File: config.mk
export PLATFORM = sky130hd
export DESIGN_NAME = pipe_hazard_ctrl
export DESIGN_NICKNAME = d
export VERILOG_FILES = /design/src/rtl/pipe_hazard_ctrl_pkg.sv /design/src/rtl/pipe_hazard_ctrl_sat_counter.sv /design/src/rtl/pipe_hazard_ctrl.sv
export SDC_FILE = /design/constraint.sdc
export NUM_CORES = 1
export LEC_CHECK = 0
export ABC_AREA = 0
export CAP_MARGIN = 20
export CORE_MARGIN = 2
export CORE_UTILIZATION = 53
export DETAILED_ROUTE_END_ITERATION = 12
export GPL_ROUTABILITY_DRIVEN = 0
export PLACE_DENSITY = 0.84
export SLEW_MARGIN = 25
export SYNTH_ARGS = -nofsm -noshare
export SYNTH_HDL_FRONTEND = slang
export SYNTH_SLANG_ARGS = --single-unit
File: constraint.sdc
create_clock -name clk -period 6.2 [get_ports clk]
set_input_delay 0.93 -clock clk [delete_from_list [all_inputs] [get_ports clk]]
set_output_delay 0.93 -clock clk [all_outputs]
set_load 0.005 [all_outputs]
File: src/rtl/pipe_hazard_ctrl_pkg.sv
// Shared encodings for the pipeline hazard controller: FSM states, stall vectors and
// register-address helpers.
package pipe_hazard_ctrl_pkg;

    typedef enum logic [1:0] {
        HZ_RUN  = 2'd0,
        HZ_LU   = 2'd1,
        HZ_EXW  = 2'd2,
        HZ_MEMW = 2'd3
    } hz_state_e;

    localparam int unsigned StallW = 6;

    // Hold bits are {wb, mem, ex, id, if, pc}; bit 0 is the PC.
    localparam logic [StallW-1:0] STALL_NONE = 6'b000000;
    localparam logic [StallW-1:0] STALL_LU   = 6'b000111;
    localparam logic [StallW-1:0] STALL_EX   = 6'b001111;
    localparam logic [StallW-1:0] STALL_MEM  = 6'b011111;

    localparam logic RstEnable = 1'b1;

    localparam int unsigned RegAddrBus = 5;
    typedef logic [RegAddrBus-1:0] reg_addr_t;
    localparam reg_addr_t NOPRegAddr = '0;

    function automatic logic src_match(input logic rd, input reg_addr_t ra, input reg_addr_t wd);
        return rd && (ra == wd);
    endfunction

endpackage

File: src/rtl/pipe_hazard_ctrl_sat_counter.sv
// Saturating up-counter with synchronous reset and clear; clear wins over inc.
module sat_counter
    import pipe_hazard_ctrl_pkg::*;
#(
    parameter int unsigned WIDTH = 8
) (
    input  logic             clk,
    input  logic             rst,
    input  logic             inc,
    input  logic             clear,
    output logic [WIDTH-1:0] count
);

    logic [WIDTH-1:0] count_q;
    logic [WIDTH-1:0] count_d;

    always_comb begin
        count_d = count_q;
        if (clear) begin
            count_d = '0;
        end else if (inc && (count_q != '1)) begin
            count_d = count_q + WIDTH'(1);
        end
    end

    always_ff @(posedge clk) begin
        if (rst == RstEnable) begin
            count_q <= '0;
        end else begin
            count_q <= count_d;
        end
    end

    assign count = count_q;

endmodule

File: src/rtl/pipe_hazard_ctrl.sv
// Central stall/flush controller: load-use detection, EX/MEM stall arbitration, branch
// flushes (deferred across memory waits), stall/flush statistics and an EX-stall watchdog.
module pipe_hazard_ctrl
    import pipe_hazard_ctrl_pkg::*;
#(
    parameter int unsigned CNT_W         = 32,
    parameter int unsigned STALL_TIMEOUT = 64
) (
    input  logic                  clk,
    input  logic                  rst,
    input  logic                  id_reg1_read_i,
    input  logic                  id_reg2_read_i,
    input  logic [RegAddrBus-1:0] id_reg1_addr_i,
    input  logic [RegAddrBus-1:0] id_reg2_addr_i,
    input  logic                  ex_wreg_i,
    input  logic [RegAddrBus-1:0] ex_wd_i,
    input  logic                  ex_is_load_i,
    input  logic                  ex_stallreq_i,
    input  logic                  mem_stallreq_i,
    input  logic                  branch_flush_i,
    output logic [StallW-1:0]     stall_o,
    output logic                  flush_o,
    output logic [1:0]            state_o,
    output logic [CNT_W-1:0]      stall_cnt_o,
    output logic [CNT_W-1:0]      flush_cnt_o,
    output logic                  timeout_o
);

    localparam int unsigned RunW = $clog2(STALL_TIMEOUT + 1);
    localparam logic [RunW-1:0] RunLast = RunW'(STALL_TIMEOUT - 1);

    hz_state_e state_q;
    hz_state_e state_d;
    logic      pending_q;
    logic      pending_d;
    logic      timeout_q;
    logic      timeout_d;

    logic [StallW-1:0] stall;
    logic              flush;
    logic              lu_hit;
    logic              ex_load_wr;
    logic              src_hit;
    logic [RunW-1:0]   ex_run;

    // A load targeting x0 never creates a dependency.
    assign ex_load_wr = ex_is_load_i && ex_wreg_i && (ex_wd_i != NOPRegAddr);
    assign src_hit    = src_match(id_reg1_read_i, id_reg1_addr_i, ex_wd_i) ||
                        src_match(id_reg2_read_i, id_reg2_addr_i, ex_wd_i);
    // Suppressing while in LU bounds the load-use bubble to one cycle.
    assign lu_hit     = ex_load_wr && src_hit && (state_q != HZ_LU);

    always_comb begin
        stall     = STALL_NONE;
        flush     = 1'b0;
        state_d   = HZ_RUN;
        pending_d = pending_q;
        if (rst == RstEnable) begin
            pending_d = 1'b0;
        end else if (mem_stallreq_i) begin
            stall   = STALL_MEM;
            state_d = HZ_MEMW;
            // The branch cannot flush while MEM holds the pipe; replay it once MEM releases.
            if (branch_flush_i) begin
                pending_d = 1'b1;
            end
        end else if (branch_flush_i || pending_q) begin
            flush     = 1'b1;
            pending_d = 1'b0;
        end else if (ex_stallreq_i) begin
            stall   = STALL_EX;
            state_d = HZ_EXW;
        end else if (lu_hit) begin
            stall   = STALL_LU;
            state_d = HZ_LU;
        end
    end

    always_comb begin
        timeout_d = timeout_q;
        if ((state_d == HZ_EXW) && (ex_run >= RunLast)) begin
            timeout_d = 1'b1;
        end
    end

    always_ff @(posedge clk) begin
        if (rst == RstEnable) begin
            state_q   <= HZ_RUN;
            pending_q <= 1'b0;
            timeout_q <= 1'b0;
        end else begin
            state_q   <= state_d;
            pending_q <= pending_d;
            timeout_q <= timeout_d;
        end
    end

    sat_counter #(
        .WIDTH (CNT_W)
    ) u_stall_cnt (
        .clk   (clk),
        .rst   (rst),
        .inc   (stall[0]),
        .clear (1'b0),
        .count (stall_cnt_o)
    );

    sat_counter #(
        .WIDTH (CNT_W)
    ) u_flush_cnt (
        .clk   (clk),
        .rst   (rst),
        .inc   (flush),
        .clear (1'b0),
        .count (flush_cnt_o)
    );

    sat_counter #(
        .WIDTH (RunW)
    ) u_ex_run (
        .clk   (clk),
        .rst   (rst),
        .inc   (state_d == HZ_EXW),
        .clear (state_d != HZ_EXW),
        .count (ex_run)
    );

    assign stall_o   = stall;
    assign flush_o   = flush;
    assign state_o   = state_q;
    assign timeout_o = timeout_q;

endmodule
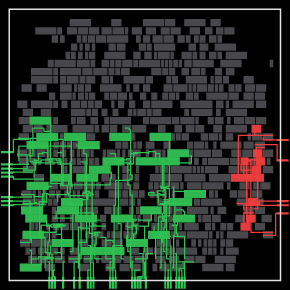
io_fan.png
Drawn at 3 px/um.
| port | colour | bits | direction | end cells | buffers | wire |
|---|---|---|---|---|---|---|
| ex_wd_i | red | 5 | input | 12 | 5 | 198 um |
| flush_cnt_o | green | 32 | output | 32 | 32 | 1420 um |

==> run notes <==
flow finished, numbers: synthesized area per cell 8.20 um2, placed cells 646, CP dominant cell by count clkdlybuf4s50_1, Peak supply drop 0.000135 V, WL met2 4880 um, status completed, Hold Path Stages 2, Tightest Hold Check Type reg2reg, CTS Root Cell clkbuf_8, top logic cell by instance count in the layout clkdlybuf4s50_1, RSZ-0062 raised after global routing false, gr ovfl total 0, Clock buf/inv share 0.0470, Clock Tree Buf Depth 2, WP buf/inv 3, reg-to-reg startpoint u_stall_cnt.count[0], R2R depth 6, Cell Count, Final, Fillers Out 662, Fin. Hold Viols 0, Global Route Usage Sum 0.251, diodes inserted 0, switch share 0.222, Commonest flop dfxtp_1, Final setup viols 0, worst-margin pin slew 0.851 ns, Hold Slack 0.488 ns, CP Capture Type output port, Top Usage Layer GRT met2, Worst Setup Start Kind primary input, post-route setup slack 2.32 ns, fillers 578, fin util 0.709, Inverters 11, post-CTS setup buffer count 0, number of non-clock buffers 98, Flops after synth 75, largest class multi-input combinational cells, die width 89.9 um, Pwr Density 196 nW/um2, Area after DPL 4880 um2
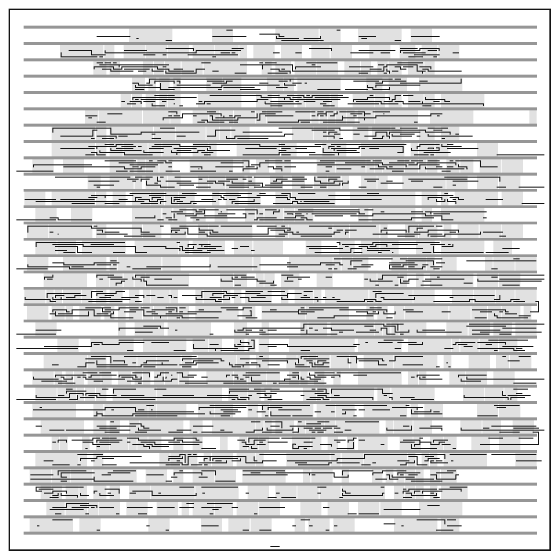
layer_met1.png
Drawn at 6 px/um. Supply wires on this layer in grey. Cells faint in the background.
longest straight run: 40.5 um
nets with wire on the layer: 538
DR vias: 3914
total routed wirelength: 10200 um
grt met1 use: 0.319

-- logic make-up (layout without fill, tap and decap cells) --
family,Yosys count,in the layout,share of synthesized area
AOI/OAI and AO/OA,83,83,0.132
xor gates and xnor gates,34,34,0.0761
adders and majority gates,3,3,0.00960
buffers and inverters,39,125,0.0457
DFF,75,75,0.384
muxes,6,6,0.0170
other,1,1,0.000959
and+or+nand+nor,236,236,0.335
-- registers in the layout, indices dropped and copies added (netlist names) --
name and cells:
u_stall_cnt.count 32, state_o 2, u_ex_run.count 7, u_flush_cnt.count 32, pending_q 1, timeout_o 1
-- power by group through the flow --
stage          registers, W   logic, W  clock network (W)
6_report           0.000487  0.0000648           0.000453
5_1_grt            0.000488  0.0000705           0.000477
4_1_cts            0.000487  0.0000646           0.000456
3_5_place_dp       0.000499  0.0000643                  0
3_3_place_gp       0.000498  0.0000622                  0
2_1_floorplan      0.000498  0.0000335                  0
-- Yosys cell counts, types with 3 or more instances --
master | number | share of area
and3_1 | 9 | 0.014
clkbuf_1 | 15 | 0.014
o311ai_0 | 4 | 0.0090
nor2b_1 | 5 | 0.0080
and2_1 | 4 | 0.0064
or4_1 | 17 | 0.033
and4_1 | 11 | 0.025
o41ai_1 | 3 | 0.0067
buf_4 | 5 | 0.0096
inv_1 | 10 | 0.0096
xnor2_1 | 24 | 0.054
nand3_1 | 26 | 0.033
o31ai_1 | 14 | 0.027
xor2_1 | 10 | 0.022
o21ai_0 | 18 | 0.023
ha_1 | 3 | 0.0096
mux2_2 | 5 | 0.014
buf_2 | 7 | 0.0090
a21oi_1 | 32 | 0.041
nor2_1 | 48 | 0.046
nand2_1 | 39 | 0.037
nand4_1 | 27 | 0.043
or3_1 | 17 | 0.027
nor4_1 | 7 | 0.011
dfxtp_1 | 75 | 0.38
nor3_1 | 11 | 0.014
Power is estimated from default activity; no workload was simulated.
